$ cat src/rtl/seq_hex_adder_pkg.sv
// Shared types, glyph constants and hex-to-segment decode for seq_hex_adder.
// Segments are active-low {g,f,e,d,c,b,a}.
package seq_hex_adder_pkg;

  typedef enum logic [1:0] {
    ENTER_A = 2'b00,
    ENTER_B = 2'b01,
    RESULT  = 2'b10
  } state_e;

  localparam logic [6:0] SEG_DASH  = 7'b0111111;
  localparam logic [6:0] SEG_BLANK = 7'b1111111;
  localparam logic [6:0] SEG_ZERO  = 7'b1000000;
  localparam logic [6:0] SEG_ONE   = 7'b1111001;

  function automatic logic [6:0] hex2seg(input logic [3:0] h);
    logic [6:0] s;
    case (h)
      4'h0: s = 7'b1000000;
      4'h1: s = 7'b1111001;
      4'h2: s = 7'b0100100;
      4'h3: s = 7'b0110000;
      4'h4: s = 7'b0011001;
      4'h5: s = 7'b0010010;
      4'h6: s = 7'b0000010;
      4'h7: s = 7'b1111000;
      4'h8: s = 7'b0000000;
      4'h9: s = 7'b0010000;
      4'hA: s = 7'b0001000;
      4'hB: s = 7'b0000011;
      4'hC: s = 7'b1000110;
      4'hD: s = 7'b0100001;
      4'hE: s = 7'b0000110;
      default: s = 7'b0001110;
    endcase
    return s;
  endfunction

endpackage

$ cat src/rtl/seq_hex_adder_dec.sv
// Single-nibble 7-segment decoder, one instance per displayed hex digit.
module hex7seg_dec
  import seq_hex_adder_pkg::*;
(
  input  logic [3:0] hex,
  output logic [6:0] seg
);

  assign seg = hex2seg(hex);

endmodule

$ cat src/rtl/seq_hex_adder.sv
// Keyed multi-digit hex adder: synchronised buttons, 3-state entry FSM, registered sum.
// Define SEQ_HEX_ADDER_SUB_EN to add the mode_sub input (A - B with borrow display).
module seq_hex_adder
  import seq_hex_adder_pkg::*;
#(
  parameter int DIGITS = 2
) (
  input  logic                  clk,
  input  logic                  rst_n,
  input  logic [3:0]            hex_in,
  input  logic [1:0]            btn_n,
`ifdef SEQ_HEX_ADDER_SUB_EN
  input  logic                  mode_sub,
`endif
  output logic [7*DIGITS-1:0]   a_seg,
  output logic [7*DIGITS-1:0]   b_seg,
  output logic [7*DIGITS-1:0]   sum_seg,
  output logic [6:0]            cout_seg,
  output logic [1:0]            state_led
);

  localparam int W = 4*DIGITS;

  logic [1:0] btn_s1_q, btn_s2_q, btn_e_q;
  logic       press_digit, press_next;

  // Edge register holds the previous synchronised level; a press is its 1->0 step.
  always_ff @(posedge clk or negedge rst_n) begin
    if (!rst_n) begin
      btn_s1_q <= 2'b11;
      btn_s2_q <= 2'b11;
      btn_e_q  <= 2'b11;
    end else begin
      btn_s1_q <= btn_n;
      btn_s2_q <= btn_s1_q;
      btn_e_q  <= btn_s2_q;
    end
  end

  assign press_digit = btn_e_q[0] & ~btn_s2_q[0];
  assign press_next  = btn_e_q[1] & ~btn_s2_q[1];

  logic sub_sel;
`ifdef SEQ_HEX_ADDER_SUB_EN
  logic mode_s1_q, mode_s2_q;
  always_ff @(posedge clk or negedge rst_n) begin
    if (!rst_n) begin
      mode_s1_q <= 1'b0;
      mode_s2_q <= 1'b0;
    end else begin
      mode_s1_q <= mode_sub;
      mode_s2_q <= mode_s1_q;
    end
  end
  assign sub_sel = mode_s2_q;
`else
  assign sub_sel = 1'b0;
`endif

  state_e         state_q, state_d;
  logic [W-1:0]   a_q, a_d, b_q, b_d, s_q, s_d;
  logic           cout_q, cout_d, sub_q, sub_d;
  logic [W:0]     sum_full;

  // Both operands zero-extended so the MSB is carry on add and borrow on subtract.
  assign sum_full = sub_sel ? ({1'b0, a_q} - {1'b0, b_q}) : ({1'b0, a_q} + {1'b0, b_q});

  always_comb begin
    state_d = state_q;
    a_d     = a_q;
    b_d     = b_q;
    s_d     = s_q;
    cout_d  = cout_q;
    sub_d   = sub_q;
    case (state_q)
      ENTER_A: begin
        if (press_next)       state_d = ENTER_B;
        else if (press_digit) a_d = W'({a_q, hex_in});
      end
      ENTER_B: begin
        if (press_next) begin
          state_d = RESULT;
          s_d     = sum_full[W-1:0];
          cout_d  = sum_full[W];
          sub_d   = sub_sel;
        end else if (press_digit) begin
          b_d = W'({b_q, hex_in});
        end
      end
      RESULT: begin
        if (press_next) begin
          state_d = ENTER_A;
          a_d     = '0;
          b_d     = '0;
          s_d     = '0;
          cout_d  = 1'b0;
          sub_d   = 1'b0;
        end
      end
      default: state_d = ENTER_A;
    endcase
  end

  always_ff @(posedge clk or negedge rst_n) begin
    if (!rst_n) begin
      state_q <= ENTER_A;
      a_q     <= '0;
      b_q     <= '0;
      s_q     <= '0;
      cout_q  <= 1'b0;
      sub_q   <= 1'b0;
    end else begin
      state_q <= state_d;
      a_q     <= a_d;
      b_q     <= b_d;
      s_q     <= s_d;
      cout_q  <= cout_d;
      sub_q   <= sub_d;
    end
  end

  logic [7*DIGITS-1:0] s_dig;

  for (genvar d = 0; d < DIGITS; d++) begin : g_dig
    hex7seg_dec u_a (.hex(a_q[4*d +: 4]), .seg(a_seg[7*d +: 7]));
    hex7seg_dec u_b (.hex(b_q[4*d +: 4]), .seg(b_seg[7*d +: 7]));
    hex7seg_dec u_s (.hex(s_q[4*d +: 4]), .seg(s_dig[7*d +: 7]));
  end

  always_comb begin
    sum_seg  = {DIGITS{SEG_DASH}};
    cout_seg = SEG_BLANK;
    if (state_q == RESULT) begin
      sum_seg = s_dig;
      if (sub_q) cout_seg = cout_q ? SEG_DASH : SEG_BLANK;
      else       cout_seg = cout_q ? SEG_ONE  : SEG_ZERO;
    end
  end

  assign state_led = state_q;

endmodule
$ cat config.mk
export PLATFORM = sky130hd
export DESIGN_NAME = seq_hex_adder
export DESIGN_NICKNAME = d
export VERILOG_FILES = /design/src/rtl/seq_hex_adder_pkg.sv /design/src/rtl/seq_hex_adder_dec.sv /design/src/rtl/seq_hex_adder.sv
export SDC_FILE = /design/constraint.sdc
export NUM_CORES = 1
export LEC_CHECK = 0
export CAP_MARGIN = 20
export CORE_MARGIN = 2
export CORE_UTILIZATION = 54
export CTS_CLUSTER_DIAMETER = 80
export DETAILED_ROUTE_END_ITERATION = 12
export GPL_ROUTABILITY_DRIVEN = 0
export PLACE_DENSITY = 0.88
export SLEW_MARGIN = 20
export SYNTH_ARGS = -nofsm -noshare
export SYNTH_HDL_FRONTEND = slang
export SYNTH_HIERARCHICAL = 1
export SYNTH_SLANG_ARGS = --single-unit
$ cat constraint.sdc
create_clock -name clk -period 2.6 [get_ports clk]
set_input_delay 0.78 -clock clk [delete_from_list [all_inputs] [get_ports clk]]
set_output_delay 0.78 -clock clk [all_outputs]
set_load 0.01 [all_outputs]
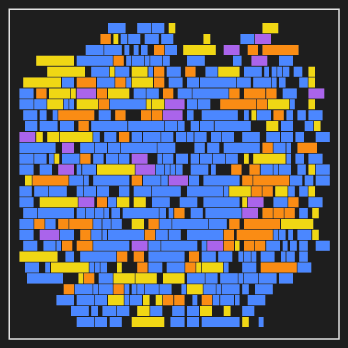
**Above:** run 1 (cell sizes after repair).
(4 px per um)
legend:
  purple:
    size: _6 and larger
    cells: 19
  yellow:
    size: _2 cells
    cells: 65
  blue:
    size: _0 and _1 cells
    cells: 285
  orange:
    size: _3 and _4 cells
    cells: 70

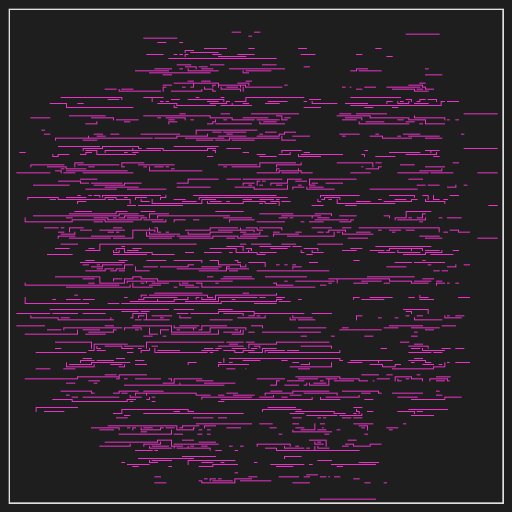
**Above:** run 1 (the metal 1 layer).
(6 px per um)
nets with wire on the layer: 421
wire length on this layer: 3320 um
share of all routed wire: 41%
longest straight run: 19.8 um
main direction: horizontal
met1 track utilization from global routing: 27.9%
Via Count: 2921

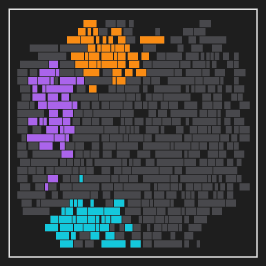
**Above:** run 1 (placement by RTL instance).
(3 px per um)
legend:
  cyan:
    instance: g_dig[0].u_a
    cells: 34
  orange:
    instance: g_dig[1].u_b
    cells: 39
    where: top centre
  purple:
    instance: g_dig[0].u_b
    cells: 35
    where: middle left
not coloured: 331
count of placed standard cells in the final layout, fillers left out: 514
Chip Area: 6730 um^2

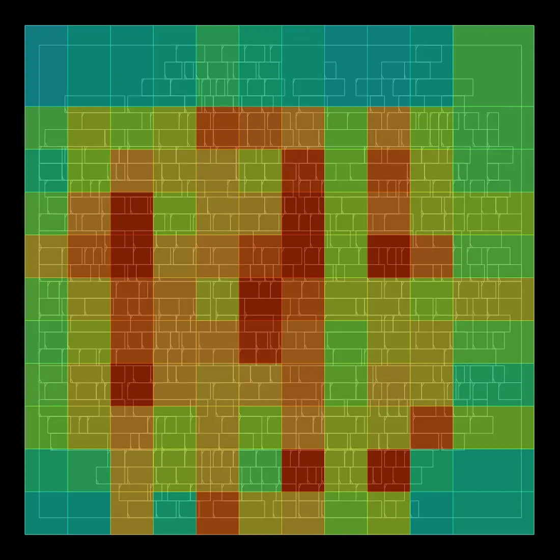
**Above:** run 1 (routing congestion).
average routed wire per standard cell: 15.6 um
utilization after layout: 75.2%

==> impl_table.tex, run 1 <==
% Yosys + OpenROAD metrics
\begin{tabular}{lr}
\hline
Metric & Value \\
\hline
\multicolumn{2}{l}{\textbf{Outcome}} \\
Run status & complete, no violations \\
\multicolumn{2}{l}{\textbf{Timing}} \\
Number of setup violations in the final report & 0 \\
Highest clock rate & 0.387 GHz \\
Fin. Hold Viols & 0 \\
Worst setup slack after layout & 16.4 ps \\
\multicolumn{2}{l}{\textbf{Finish}} \\
Fraction of area in multi-input gates & a little over half \\
Area-dominant class & multi-input combinational cells \\
Commonest cells after routing, fill and taps aside & sky130\_fd\_sc\_hd\_\_buf\_4 (57), sky130\_fd\_sc\_hd\_\_nor2\_1 (33), sky130\_fd\_sc\_hd\_\_ha\_1 (31) \\
Nonclk inv count & 19 \\
Clock-cell share & between 2 and 2.5\% \\
Sequential cell area & 835 um\^{}2 \\
\multicolumn{2}{l}{\textbf{Worst setup path}} \\
Worst path bufs/invs & 3 \\
Slowest library cell on the worst path & sky130\_fd\_sc\_hd\_\_mux4\_2 \\
Data required time of the critical path & 1820 ps \\
\multicolumn{2}{l}{\textbf{Global route}} \\
Global-route congestion overflow total & 0 \\
First-pass GRT wire length & 12700 um \\
\multicolumn{2}{l}{\textbf{Detailed routing}} \\
Top Metal Used & met4 \\
Total iterations of the first detailed-routing run & 4 \\
WL final & 8040 um \\
\multicolumn{2}{l}{\textbf{Synthesis}} \\
Share of the synthesized area in the top cell type & between 20\% and 30\% \\
Synthesized net count & 388 \\
EDFF count, synth & 0 \\
Largest area contributor in the netlist & sky130\_fd\_sc\_hd\_\_dfrtp\_1 \\
\multicolumn{2}{l}{\textbf{Clock network}} \\
Number of H-tree branching levels & 2 \\
Number of buffers created by CTS & 5 \\
Clock tree from TritonCTS & built \\
Buffer depth of the longest clock path & 2 \\
\multicolumn{2}{l}{\textbf{Power}} \\
Internal power consumption & between 3 and 4 mW \\
Power, Total & about 5.5 mW \\
Worst voltage drop across the vdd grid & 801 uV \\
\multicolumn{2}{l}{\textbf{Floorplan}} \\
Placeable core region & 5920 um\^{}2 \\
Row Count & 28 \\
\hline
\end{tabular}
run 1: worst reg2reg max path, delay by kind of cell (launching register included):
family	cells	cell delay, ps
compound gates	3	810
xor+xnor	1	130
fa+ha+maj	2	640
buf+inv	2	290
flops	1	430
run 1: worst min-delay path by stage:
| stage | to | startpoint | depth (start not counted) |
|---|---|---|---|
| global placement | btn_s2_q[0] | btn_s1_q[0] | 0 |
| CTS | btn_s2_q[1] | btn_s1_q[1] | 0 |
| floorplan | btn_s2_q[0] | btn_s1_q[0] | 0 |
| detailed placement | btn_s2_q[1] | btn_s1_q[1] | 0 |
| global route | btn_s2_q[1] | btn_s1_q[1] | 0 |
| finish | btn_s2_q[1] | btn_s1_q[1] | 0 |
run 1: logic make-up after synthesis:
family | synth area share, %
multiplexers | 14.1
AND/OR/NAND/NOR | 14.5
adder cells (fa/ha/maj) | 19.6
other | 0.114
flip-flops | 25.3
XOR/XNOR | 1.33
AND-OR/OR-AND | 17.8
buffers and inverters | 7.22
run 1: repair_timing:
item	in CTS	in global routing
endpoints found under the setup margin	42	30
buffers inserted	9	4
pin swaps	0	7
gates resized	110	58
hold buffers	0	0
run 1: routing by layer:
| metal | global-route usage [%] | vias up |
|---|---|---|
| met5 | 0 | - |
| met4 | 9.00 | 0 |
| met3 | 4.07 | 18 |
| met2 | 45.0 | 92 |
| met1 | 27.9 | 1428 |
| li1 | - | 1383 |
run 1: state kept, by name, indices dropped and copies added (netlist names):
name,count
btn_s1_q,2
b_q,8
btn_e_q,2
s_q,8
state_led,2
btn_s2_q,2
cout_q,1
a_q,8
run 1: stage by stage:
step                util (%)  area [um^2]
finish                  75.2         4450
global route            75.2         4450
CTS                     72.4         4290
detailed placement      70.8         4190
global placement        70.8         4190
floorplan                  -         3290
## Run 2: what changed since run 1
--- a/config.mk
+++ b/config.mk
@@ -6,8 +6,10 @@
 export NUM_CORES = 1
 export LEC_CHECK = 0
 export CAP_MARGIN = 20
+export CELL_PAD_IN_SITES_DETAIL_PLACEMENT = 1
+export CELL_PAD_IN_SITES_GLOBAL_PLACEMENT = 2
 export CORE_MARGIN = 2
-export CORE_UTILIZATION = 54
+export CORE_UTILIZATION = 34
 export CTS_CLUSTER_DIAMETER = 80
 export DETAILED_ROUTE_END_ITERATION = 12
 export GPL_ROUTABILITY_DRIVEN = 0
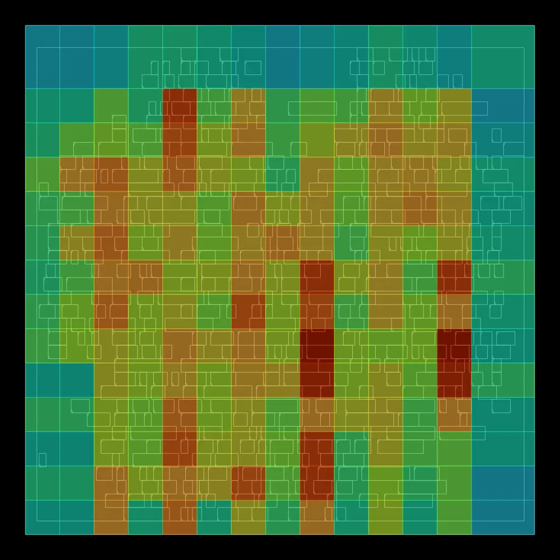
**Above:** run 2 (routing congestion).
global route hottest layer: met2
combined global-route utilization of all metal layers: 17.5%
met1 track utilization from global routing: 21.4%
met3 demand-to-capacity share in global routing: 3.01%
average routed wire per standard cell: 15.5 um

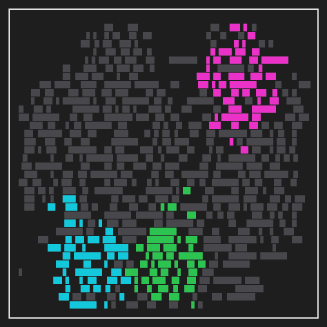
**Above:** run 2 (placement by RTL instance).
(3 px per um)
legend:
  green:
    instance: g_dig[1].u_a
    cells: 40
    where: bottom centre
  cyan:
    instance: g_dig[0].u_a
    cells: 39
    where: lower left
  magenta:
    instance: g_dig[1].u_s
    cells: 43
    where: upper right

==> run 2 against run 1 <==
Net effect: the run now ends with setup timing left; combinational power grew 6.6%; final cell count grew 13%; power grew 5.3%; die area grew 56%; wire length grew 11%; synthesized cell count is the same; utilization shrank 25 points; area after synthesis is the same; critical path type unchanged; largest cell class unchanged; highest routed layer unchanged.
==> impl_table.tex, run 2 <==
% Yosys + OpenROAD metrics
\begin{tabular}{lr}
\hline
Metric & Value \\
\hline
\multicolumn{2}{l}{\textbf{Outcome}} \\
Run status & finished with violations \\
Violated checks & setup timing \\
\multicolumn{2}{l}{\textbf{Power}} \\
Power, Total & 5.74 mW \\
\multicolumn{2}{l}{\textbf{Synthesis}} \\
Largest area contributor in the netlist & sky130\_fd\_sc\_hd\_\_dfrtp\_1 \\
\multicolumn{2}{l}{\textbf{Clock network}} \\
Buffer depth of the longest clock path & 2 \\
Number of H-tree branching levels & 2 \\
Number of buffers created by CTS & 5 \\
Clock tree from TritonCTS & built \\
\multicolumn{2}{l}{\textbf{Timing}} \\
Highest clock rate & 0.379 GHz \\
Fin. Hold Viols & 0 \\
Number of setup violations in the final report & 5 \\
Worst setup slack after layout & -40.6 ps \\
\multicolumn{2}{l}{\textbf{Detailed routing}} \\
Via Count & 2893 \\
WL final & 8970 um \\
Total iterations of the first detailed-routing run & 4 \\
\multicolumn{2}{l}{\textbf{Floorplan}} \\
Placeable core region & 9330 um\^{}2 \\
Chip Area & 10500 um\^{}2 \\
Row Count & 35 \\
\multicolumn{2}{l}{\textbf{Finish}} \\
Utilization after layout & 50.2\% \\
Total non-filler cell area in the finished layout & 4680 um\^{}2 \\
Count of placed standard cells in the final layout, fillers left out & between 500 and 600 \\
Commonest cells after routing, fill and taps aside & sky130\_fd\_sc\_hd\_\_buf\_4 (66), sky130\_fd\_sc\_hd\_\_nor2\_1 (33), sky130\_fd\_sc\_hd\_\_ha\_1 (31) \\
Registers with the most flip-flops & a\_q (8), b\_q (8), s\_q (8) \\
\multicolumn{2}{l}{\textbf{Place}} \\
Post-DP Area & 4370 um\^{}2 \\
\multicolumn{2}{l}{\textbf{Global route}} \\
Global-route congestion overflow total & 0 \\
First-pass GRT wire length & between 10000 and 15000 um \\
\multicolumn{2}{l}{\textbf{Worst setup path}} \\
Data required time of the critical path & $\sim$1800 ps \\
\multicolumn{2}{l}{\textbf{Worst hold path}} \\
Startpoint of the most critical hold path & btn\_s1\_q[0] \\
\hline
\end{tabular}
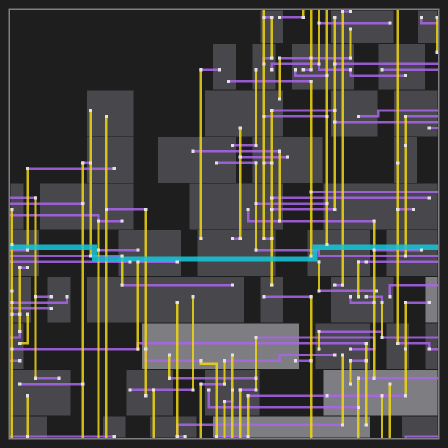
**Above:** run 2 (close-up of the layout).
Region (13, 64) to (38, 89) um. Cells in grey, sequential cells in the stronger grey; small squares are vias.
legend:
  purple:
    layer: metal 1
  yellow:
    layer: metal 2
  cyan:
    layer: metal 3
sequential cells in the window: 2
most frequent: buf_4 (5), ha_1 (5), mux2i_1 (4)
cells with their middle in the window: 32
netlist names of flops here include: b_q (2)

-- run 2: cell counts after synthesis --
Identical to the previous run, type by type.
-- run 2: worst reg2reg max path: cells and delay by family, from the launching register on --
kind	cells	cell delay, ps
DFF	1	450
adders and majority gates	2	620
and+or+nand+nor	2	170
AOI/OAI and AO/OA	3	740
buffers and inverters	1	180
-- run 2: worst max path at each step --
| stage | startpoint | to | slack (ps) | cells past startpoint |
|---|---|---|---|---|
| final | s_q[4] | sum_seg[10] | -40 | 7 |
| after global routing | s_q[1] | sum_seg[0] | -140 | 7 |
| after CTS | s_q[4] | sum_seg[10] | -90 | 7 |
| after detailed placement | s_q[1] | sum_seg[0] | -220 | 7 |
| after global placement | s_q[5] | sum_seg[7] | -100 | 7 |
| after floorplan | state_led[1] | cout_seg[3] | 310 | 5 |
-- run 2: routing by layer --
metal,vias to the layer above,part of all wire (%),GRT usage [%]
met5,-,0,0
met4,0,0.51,2.87
met3,4,2.3,3.01
met2,39,53,32.8
met1,1440,44,21.4
li1,1410,-,-
-- run 2: kinds of logic after synthesis --
kind of cell / synth area share, %
AND/OR/NAND/NOR: 14.5
buffers and inverters: 7.22
adder cells (fa/ha/maj): 19.6
AND-OR/OR-AND: 17.8
other: 0.114
XOR/XNOR: 1.33
flip-flops: 25.3
multiplexers: 14.1
-- run 2: final cells by class --
cell class,instances,area [um^2]
Tap cell,129,161
Timing Repair Buffer,136,1110
Clock buffer,8,90.1
Multi-Input combinational cell,255,2400
Sequential cell,33,841
Inverter,19,76.3
Fill cell,1083,4640
-- run 2: what timing repair did --
action | 4_1_cts | 5_1_grt
resized | 136 | 61
pin swaps | 2 | 9
setup buffers | 12 | 2
endpoints found under the hold margin | 0 | 0
setup endpoints to repair | 42 | 33
## Run 3: what changed since run 2
--- a/config.mk
+++ b/config.mk
@@ -9,13 +9,13 @@
 export CELL_PAD_IN_SITES_DETAIL_PLACEMENT = 1
 export CELL_PAD_IN_SITES_GLOBAL_PLACEMENT = 2
 export CORE_MARGIN = 2
-export CORE_UTILIZATION = 34
+export CORE_UTILIZATION = 32
 export CTS_CLUSTER_DIAMETER = 80
+export CTS_CLUSTER_SIZE = 30
 export DETAILED_ROUTE_END_ITERATION = 12
 export GPL_ROUTABILITY_DRIVEN = 0
-export PLACE_DENSITY = 0.88
+export PLACE_DENSITY = 0.87
 export SLEW_MARGIN = 20
 export SYNTH_ARGS = -nofsm -noshare
 export SYNTH_HDL_FRONTEND = slang
-export SYNTH_HIERARCHICAL = 1
 export SYNTH_SLANG_ARGS = --single-unit
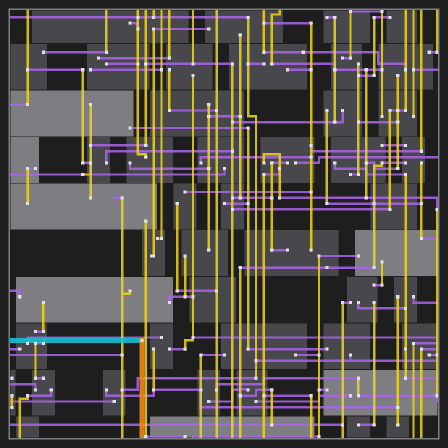
**Above:** run 3 (close-up of the layout).
Region (13, 64) to (38, 89) um. Cells in grey, sequential cells in the stronger grey; small squares are vias.
legend:
  orange:
    layer: metal 4
  cyan:
    layer: metal 3
  yellow:
    layer: metal 2
  purple:
    layer: metal 1
cells with their middle in the window: 41
sequential cells in the window: 5
most frequent: buf_4 (9), nand2_1 (5), dfrtp_1 (4)
netlist names of flops here include: b_q (4), btn_s2_q (1)

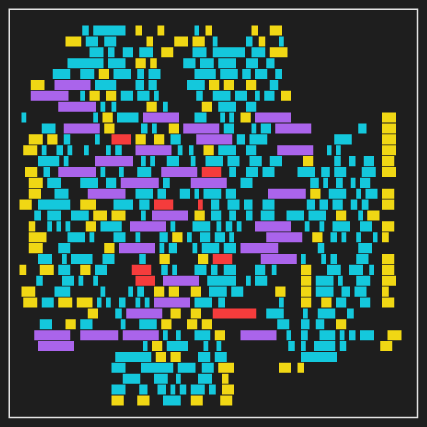
**Above:** run 3 (cells coloured by class).
(4 px per um)
legend:
  yellow:
    class: other buffers and delay cells
    cells: 109
    share_of_their_area: 22%
  cyan:
    class: combinational and other logic
    cells: 283
    share_of_their_area: 54%
  red:
    class: clock drivers and dummy loads
    cells: 8
    share_of_their_area: 2.9%
  purple:
    class: flops
    cells: 33
    share_of_their_area: 21%
Row Count: 35
total non-filler cell area in the finished layout: 4180 um^2
utilization after layout: 45.2%
sequential fraction of total cell area: 20.0%

==> run 3 against run 2 <==
Net effect: the flow now finishes without violations; clock skew grew 0.61 ps; combinational power shrank 12%; global-route usage shrank 0.62 points; non-clock buffer count shrank 27; critical path depth shrank 2; hold slack gained 1.5 ps; sequential share of layout area grew 2.1 points; largest cell class unchanged; largest power group unchanged.
==> impl_table.tex, run 3 <==
% Yosys + OpenROAD metrics
\begin{tabular}{lr}
\hline
Metric & Value \\
\hline
\multicolumn{2}{l}{\textbf{Outcome}} \\
Run status & complete, no violations \\
\multicolumn{2}{l}{\textbf{Clock network}} \\
Number of buffers created by CTS & 5 \\
Number of hold buffers added after CTS & 0 \\
Number of H-tree branching levels & 2 \\
Clock tree from TritonCTS & built \\
Buffer depth of the longest clock path & 2 \\
Clk root buf & sky130\_fd\_sc\_hd\_\_clkbuf\_8 \\
\multicolumn{2}{l}{\textbf{Detailed routing}} \\
Via Count & 2821 \\
Total length of routed met2 wires & 4170 um \\
Total routed wire length on the met1 layer & 3990 um \\
Top Metal Used & met4 \\
WL final & roughly 8500 um \\
Total iterations of the first detailed-routing run & 4 \\
Detail Route met3 WL & between 200 and 300 um \\
\multicolumn{2}{l}{\textbf{Timing}} \\
Relative slew margins & 51.4\% \\
Worst setup slack after layout & 30.2 ps \\
Highest clock rate & 0.389 GHz \\
Number of setup violations in the final report & 0 \\
Fin. Hold Viols & 0 \\
\multicolumn{2}{l}{\textbf{Global route}} \\
Met3 demand-to-capacity share in global routing & 2.76\% \\
Largest net degree at the start of global routing & 34 \\
First-pass GRT wire length & 14100 um \\
Global route hottest layer & met2 \\
Combined global-route utilization of all metal layers & 16.9\% \\
Met1 track utilization from global routing & 22.1\% \\
Global-route congestion overflow total & 0 \\
\multicolumn{2}{l}{\textbf{Synthesis}} \\
Synthesized net count & 391 \\
Share of the synthesized area in the top cell type & 22.1\% \\
Largest area contributor in the netlist & sky130\_fd\_sc\_hd\_\_dfrtp\_1 \\
\multicolumn{2}{l}{\textbf{Finish}} \\
Number of fillers in the final layout & between 1000 and 1500 \\
Registers with the most flip-flops & a\_q (8), b\_q (8), s\_q (8) \\
Area occupied by multi-input gates & 2100 um\^{}2 \\
Sequential cell area & around 840 um\^{}2 \\
Commonest cells after routing, fill and taps aside & sky130\_fd\_sc\_hd\_\_buf\_4 (50), sky130\_fd\_sc\_hd\_\_nand2\_1 (33), sky130\_fd\_sc\_hd\_\_ha\_1 (33) \\
Count of placed standard cells in the final layout, fillers left out & 562 \\
\multicolumn{2}{l}{\textbf{Place}} \\
Post-DP Area & $\sim$4000 um\^{}2 \\
\multicolumn{2}{l}{\textbf{Floorplan}} \\
Placeable core region & 9240 um\^{}2 \\
Chip Area & 10300 um\^{}2 \\
\multicolumn{2}{l}{\textbf{Power}} \\
Reported net switching power & 2.37 mW \\
Power, Total & 5.31 mW \\
\multicolumn{2}{l}{\textbf{Worst setup path}} \\
Crit. Startpoint & a\_q[0] \\
Data required time of the critical path & 1820 ps \\
\hline
\end{tabular}
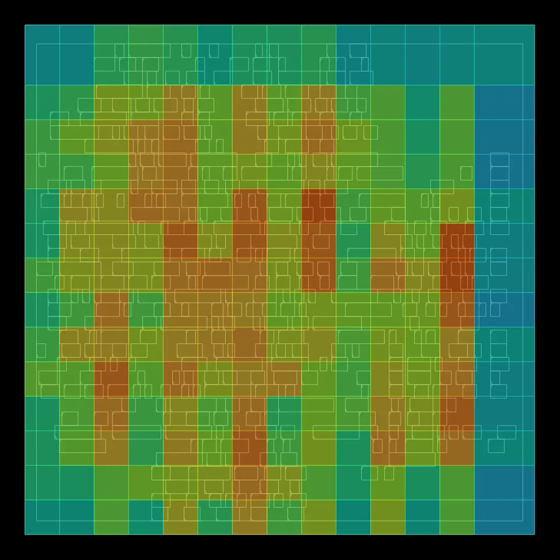
**Above:** run 3 (routing congestion).
global routing usage on met2: 30.0%
average routed wire per standard cell: 15.1 um

## run 3: cell types whose count changed in the layout (fill, tap and decap cells not counted), sizes merged, moves of 7 or more
cell / delta
buf: -36
nand2: +24
a22o: -13
o21ai: +13
mux2i: -8
nand2b: -8
dlygate4sd2: +7
nor2b: +7
## run 3: logic make-up after synthesis
family	count (synthesis)	share of synthesized area, %
compound gates	96	22.3
simple gates	94	15.0
fa+ha+maj	45	18.7
buf+inv	42	6.27
flops	33	27.3
mux	22	8.93
xor+xnor	5	1.43
other cells	1	0.123
## run 3: worst max-delay path, cell delays in order, from the launching register on
cell and delay [ps]:
sky130_fd_sc_hd__dfrtp_1 410, sky130_fd_sc_hd__buf_4 150, sky130_fd_sc_hd__ha_2 190, sky130_fd_sc_hd__buf_4 150
sky130_fd_sc_hd__mux4_2 470, sky130_fd_sc_hd__buf_6 140
## run 3: worst min-delay path by stage
stage	to	slack, ps	depth (start not counted)	from
2_1_floorplan	btn_s2_q[0]	350	0	btn_s1_q[0]
3_3_place_gp	btn_s2_q[0]	350	0	btn_s1_q[0]
3_5_place_dp	btn_s2_q[1]	350	0	btn_s1_q[1]
4_1_cts	btn_s2_q[1]	360	0	btn_s1_q[1]
5_1_grt	btn_s2_q[1]	360	0	btn_s1_q[1]
6_report	btn_s2_q[1]	360	0	btn_s1_q[1]
## run 3: area by class of cell
type,count,area share [%]
tap,129,3.87
sequential,33,20.0
clock buffer,7,2.07
multi-input combinational,263,50.3
clock inverter,1,0.719
timing repair buffer,109,21.2
inverter,20,1.80
## run 3: timing repair
| item | in CTS | in global routing |
|---|---|---|
| resized | 85 | 45 |
| pin swaps | 0 | 1 |
| setup buffers | 6 | 2 |
| setup endpoints to repair | 40 | 25 |
No activity file was given, so power comes from the tool's default toggle rates.
